==> images/flops_by_reg.png <==
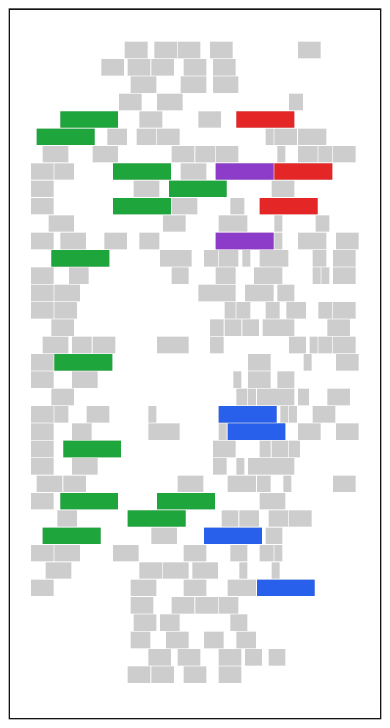
==> images/logic_types.png <==
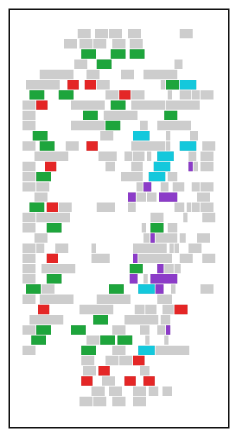
==> images/layer_met3.png <==
Bar = 20 µm.
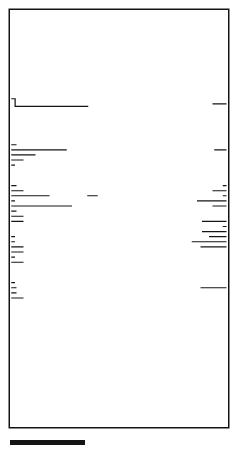
**config.mk**
```make
export PLATFORM = sky130hd
export DESIGN_NAME = mem_port_arbiter
export DESIGN_NICKNAME = d
export VERILOG_FILES = /design/src/rtl/mem_port_arbiter_pkg.sv /design/src/rtl/mem_port_arbiter_fill_seq_counter.sv /design/src/rtl/mem_port_arbiter.sv
export SDC_FILE = /design/constraint.sdc
export NUM_CORES = 1
export LEC_CHECK = 0
export CAP_MARGIN = 20
export CORE_AREA = 3 3 55 108
export DETAILED_ROUTE_END_ITERATION = 6
export DIE_AREA = 0 0 58 111
export PLACE_DENSITY = 0.64
export SYNTH_ARGS = -nofsm -noshare
export SYNTH_HDL_FRONTEND = slang
export SYNTH_SLANG_ARGS = --single-unit
```
**constraint.sdc**
```tcl
create_clock -name clk -period 3.5 [get_ports clk]
set_input_delay 0.35 -clock clk [delete_from_list [all_inputs] [get_ports clk]]
set_output_delay 0.35 -clock clk [all_outputs]
set_load 0.05 [all_outputs]
```
**src/rtl/mem_port_arbiter_pkg.sv**
```systemverilog
// Shared constants for the unified main-memory port arbiter.
package mem_port_arbiter_pkg;

   localparam int unsigned WORDS_PER_BLK = 8;
   localparam int unsigned BLK_OFF_W     = 4;
   localparam int unsigned WORD_IDX_W    = 3;
   localparam int unsigned ISSUE_CNT_W   = WORD_IDX_W + 1;
   localparam int unsigned STATE_W       = 2;

   localparam logic [STATE_W-1:0] ST_IDLE   = 2'd0;
   localparam logic [STATE_W-1:0] ST_FILL_D = 2'd1;
   localparam logic [STATE_W-1:0] ST_FILL_I = 2'd2;

   // Byte offset of a 16-bit word inside its block.
   function automatic logic [BLK_OFF_W-1:0] word_byte_off(input logic [WORD_IDX_W-1:0] idx);
      return {idx, 1'b0};
   endfunction

endpackage

```
**src/rtl/mem_port_arbiter_fill_seq_counter.sv**
```systemverilog
// Issue/receive counter pair sequencing one block fill.
module mem_port_arbiter_fill_seq_counter
   import mem_port_arbiter_pkg::*;
#(
   parameter int unsigned WORDS = WORDS_PER_BLK
)(
   input  logic                  clk,
   input  logic                  rst,
   input  logic                  i_clr,
   input  logic                  i_issue,
   input  logic                  i_recv,
   output logic [WORD_IDX_W-1:0] o_issue_idx,
   output logic [WORD_IDX_W-1:0] o_recv_idx,
   output logic                  o_issue_done_c,
   output logic                  o_recv_last_c
);

   logic [ISSUE_CNT_W-1:0] r_issue_cnt;
   logic [WORD_IDX_W-1:0]  r_recv_cnt;

   // Count issued addresses (saturating at a full block) and returned words.
   always_ff @(posedge clk or posedge rst) begin
      if (rst) begin
         r_issue_cnt <= '0;
         r_recv_cnt  <= '0;
      end else if (i_clr) begin
         r_issue_cnt <= '0;
         r_recv_cnt  <= '0;
      end else begin
         if (i_issue && !o_issue_done_c)
            r_issue_cnt <= r_issue_cnt + ISSUE_CNT_W'(1);
         if (i_recv)
            r_recv_cnt <= r_recv_cnt + WORD_IDX_W'(1);
      end
   end

   assign o_issue_idx    = r_issue_cnt[WORD_IDX_W-1:0];
   assign o_recv_idx     = r_recv_cnt;
   assign o_issue_done_c = (r_issue_cnt == ISSUE_CNT_W'(WORDS));
   assign o_recv_last_c  = (r_recv_cnt == WORD_IDX_W'(WORDS - 1));

endmodule

```
**src/rtl/mem_port_arbiter.sv**
```systemverilog
// Owner of the main-memory port: I/D block fills and D-side write-through stores.
module mem_port_arbiter
   import mem_port_arbiter_pkg::*;
#(
   parameter int unsigned ADDR_W        = 16,
   parameter int unsigned WORDS_PER_BLK = mem_port_arbiter_pkg::WORDS_PER_BLK
)(
   input  logic                  clk,
   input  logic                  rst,
   input  logic                  i_miss,
   input  logic [ADDR_W-1:0]     i_miss_addr,
   input  logic                  d_miss,
   input  logic [ADDR_W-1:0]     d_miss_addr,
   input  logic                  st_req,
   input  logic [ADDR_W-1:0]     st_addr,
   input  logic                  mem_valid,
   output logic                  mem_en,
   output logic                  mem_wr,
   output logic [ADDR_W-1:0]     mem_addr,
   output logic [WORD_IDX_W-1:0] fill_word,
   output logic                  i_data_we,
   output logic                  i_tag_we,
   output logic                  d_data_we,
   output logic                  d_tag_we,
   output logic                  i_stall,
   output logic                  d_stall
);

   localparam logic [ADDR_W-1:0] BLK_MASK = ~ADDR_W'((32'd1 << BLK_OFF_W) - 32'd1);

   logic [STATE_W-1:0]    r_state;
   logic [STATE_W-1:0]    w_state_nxt;
   logic [ADDR_W-1:0]     r_base;
   logic [ADDR_W-1:0]     w_base_nxt;
   logic                  w_clr;
   logic                  w_issue;
   logic                  w_recv;
   logic [WORD_IDX_W-1:0] w_issue_idx;
   logic [WORD_IDX_W-1:0] w_recv_idx;
   logic                  w_issue_done;
   logic                  w_recv_last;

   mem_port_arbiter_fill_seq_counter #(
      .WORDS (WORDS_PER_BLK)
   ) u_fill_seq_counter (
      .clk            (clk),
      .rst            (rst),
      .i_clr          (w_clr),
      .i_issue        (w_issue),
      .i_recv         (w_recv),
      .o_issue_idx    (w_issue_idx),
      .o_recv_idx     (w_recv_idx),
      .o_issue_done_c (w_issue_done),
      .o_recv_last_c  (w_recv_last)
   );

   // State and latched block base.
   always_ff @(posedge clk or posedge rst) begin
      if (rst) begin
         r_state <= ST_IDLE;
         r_base  <= '0;
      end else begin
         r_state <= w_state_nxt;
         r_base  <= w_base_nxt;
      end
   end

   // Arbitration, fill sequencing and port/strobe drive; everything quiet under reset.
   always_comb begin
      w_state_nxt = r_state;
      w_base_nxt  = r_base;
      w_clr       = 1'b0;
      w_issue     = 1'b0;
      w_recv      = 1'b0;
      mem_en      = 1'b0;
      mem_wr      = 1'b0;
      mem_addr    = '0;
      fill_word   = '0;
      i_data_we   = 1'b0;
      i_tag_we    = 1'b0;
      d_data_we   = 1'b0;
      d_tag_we    = 1'b0;
      if (!rst) begin
         case (r_state)
            ST_IDLE: begin
               w_clr = 1'b1;
               if (st_req) begin
                  mem_en   = 1'b1;
                  mem_wr   = 1'b1;
                  mem_addr = st_addr;
               end else if (d_miss) begin
                  w_state_nxt = ST_FILL_D;
                  w_base_nxt  = d_miss_addr & BLK_MASK;
               end else if (i_miss) begin
                  w_state_nxt = ST_FILL_I;
                  w_base_nxt  = i_miss_addr & BLK_MASK;
               end
            end
            ST_FILL_D, ST_FILL_I: begin
               if (!w_issue_done) begin
                  mem_en   = 1'b1;
                  mem_addr = r_base + ADDR_W'(word_byte_off(w_issue_idx));
                  w_issue  = 1'b1;
               end
               if (mem_valid) begin
                  w_recv    = 1'b1;
                  fill_word = w_recv_idx;
                  if (r_state == ST_FILL_D) begin
                     d_data_we = 1'b1;
                     d_tag_we  = w_recv_last;
                  end else begin
                     i_data_we = 1'b1;
                     i_tag_we  = w_recv_last;
                  end
                  if (w_recv_last)
                     w_state_nxt = ST_IDLE;
               end
            end
            default: w_state_nxt = ST_IDLE;
         endcase
      end
   end

   // Stalls hold a side while its miss is pending, its fill runs, or a store waits out a fill.
   assign i_stall = i_miss | (r_state == ST_FILL_I);
   assign d_stall = d_miss | (r_state == ST_FILL_D) | (st_req & (r_state != ST_IDLE));

   // Memory returns are only legal while a fill is outstanding.
   a_no_idle_return: assert property (@(posedge clk) disable iff (rst)
      !(mem_valid && (r_state == ST_IDLE)));

endmodule

```
==> results.yml <==
# synthesis and place-and-route metrics
synth:
  avgSynthCellArea_um2: 11.0
  yosysWarningCount: 0
  synth.area.top_cells: "dfrtp_1, mux2_2, a22o_1"
  fp_nets: 202
  top_logic_kind: "multiplexers"
  async_flop_share: 1.00
  synthCells: 140
  ys_top_cells_by_count: "dfrtp_1, a22o_1, mux2_2, mux2_1"
  synth_flops: 21
  aoi_share: 0.144
  adder_share: 0.0650
  synth_top_area_share: 0.341
  yosys_most_used_dff: "dfrtp_1"
  synth-xor-area-share: 0.00569
  most_common_cell: "dfrtp_1"
  yosysUniqueCellTypes: 39
sta:
  hold_viol_final: 0
  rsz0062_at_grt: "no"
  setup_tns_ns: 0
  hold_slack_ns: 0.492
  layout_setup_ws_ns: 0.428
  slew_viol_final: 0
  finClkSkew_ns: 0.00224
  max_freq_mhz: 326
  setup_viol: 0
critical_path:
  cp_top_family: "buffers and inverters"
  reg2reg_to: "r_base[5]$_DFFE_PP0P_"
  rrSetupSlack_ns: 1.34
  cp_cell_sequence: "inv_1 > ha_1 > nand2b_4 > nor3_4 > buf_4 > a22o_1 > clkdlybuf4s50_1"
  cp_slowest_cell: "clkdlybuf4s50_1"
  crit_path_max_incr_delay_ns: 0.82
  critical_path.max_fanout: 16
  crit_end: "mem_addr[12]"
  timing_worst_setup_path_type: "reg2out"
  rr_startpoint: "r_state[0]$_DFFE_PP0P_"
  startpoint: "r_state[0]$_DFFE_PP0P_"
  critical_path_depth: 7
  r2r_cells: 5
  cp.arrival_ns: 2.72
  start_kind: "flop"
  end_kind: "primary output"
global_routing:
  met1_usage: 0.148
  grt_max_degree: 24
  grtUsageTotal: 0.135
  grt_overflow_total: 0
  grt_pass1_vias: 1402
detailed_routing:
  wl_met2_mm: 2.39
  wl_met1_mm: 1.47
  vias_per_cell: 4.98
  wl_per_cell_um: 15.2
  drc_errors: 0
  firstDrtPassIters: 4
clock_network:
  cts_buffers: 3
  tritoncts: "done"
  post_cts_buffers: 0
  cts.path.max_buffers: 2
  hold_buffers: 0
  cts-root-buf: "clkbuf_8"
  cts_resized: 0
  clkLatencyLatePin_ns: 0.26
  clkTransAtPathRegs_ns: 0.08
power:
  irDropWorstVdd_mv: 0.334
  comb_cell_power_w: 0.000862
  seq_power_w: 0.000392
  power_density_nw_per_um2: 615
  comb_power_share: 0.610
  power.group.top: "combinational cells"
  p_total_w: 0.00141
  clockPowerShare: 0.113
  switching_share: 0.456
  intPower_w: 0.000769
  power_clock_w: 0.000160
  seqPwrFrac: 0.277
  p_sw_w: 0.000645
cells_and_area:
  num-nonclk-buffers: 75
  final_nets: 272
  largest-register: "r_base"
  clock_area_frac: 0.0196
  nFillCells: 538
  clockBufferCount: 4
  largest_reg_flops: 12
  seq_share: 0.228
  mostFrequentLayoutCells: "clkdlybuf4s50_1, dfrtp_1, mux2_2, a22o_1, mux2_1"
  seq_area_um2: 526
  final-comb-area_um2: 896
  n_antenna_cell: 0
  post_route_cells_drive_above_1_share: 0.148
  inv_count: 7
  top_area_cell_class: "multi-input combinational cells"
  final_util: 0.444
  area_growth_pct: 49.5
flow_run:
  max-cap-violations: 0
  openroad.warnings: 38
place:
  dp_slack_ns: 0.522
  place_area_um2: 2260
  dpl.cell_count: 263
floorplanning:
  fp_util: 0.297
  core_um2: 5180
  placementRows: 37
  die-area_um2: 6440
  well_tap_count: 58
  fp.dieH_um: 111
  dieWidth_um: 58
  ios: 81
outcome:
  status: "completed"
worst_hold_path:
  hp-class: "reg2reg"
  hold_path.startpoint: "r_base[13]$_DFFE_PP0P_"
  hold_end: "r_base[13]$_DFFE_PP0P_"
## Picture notes: flops_by_reg.png
color	netlist name	sequential cells
purple	r_state	2
red	u_fill_seq_counter.o_recv_idx	3
green	r_base	12
blue	u_fill_seq_counter.r_issue_cnt	4

## Picture notes: logic_types.png
color	family	cells
green	multiplexers	28
red	AND-OR and OR-AND gates	15
cyan	adder and majority cells	8
purple	NAND gates	11
final cell count without fillers: 267
Comb area share: 0.389
most common cell after layout, fill and taps aside: clkdlybuf4s50_1

## Picture notes: layer_met3.png
main direction	horizontal
longest straight run	19.3 µm
nets with wire on the layer	38
met3 GRT Util: 0.0163
final WL: 4.05 mm
Vias: 1329

Power and IR drop assume default switching activity.
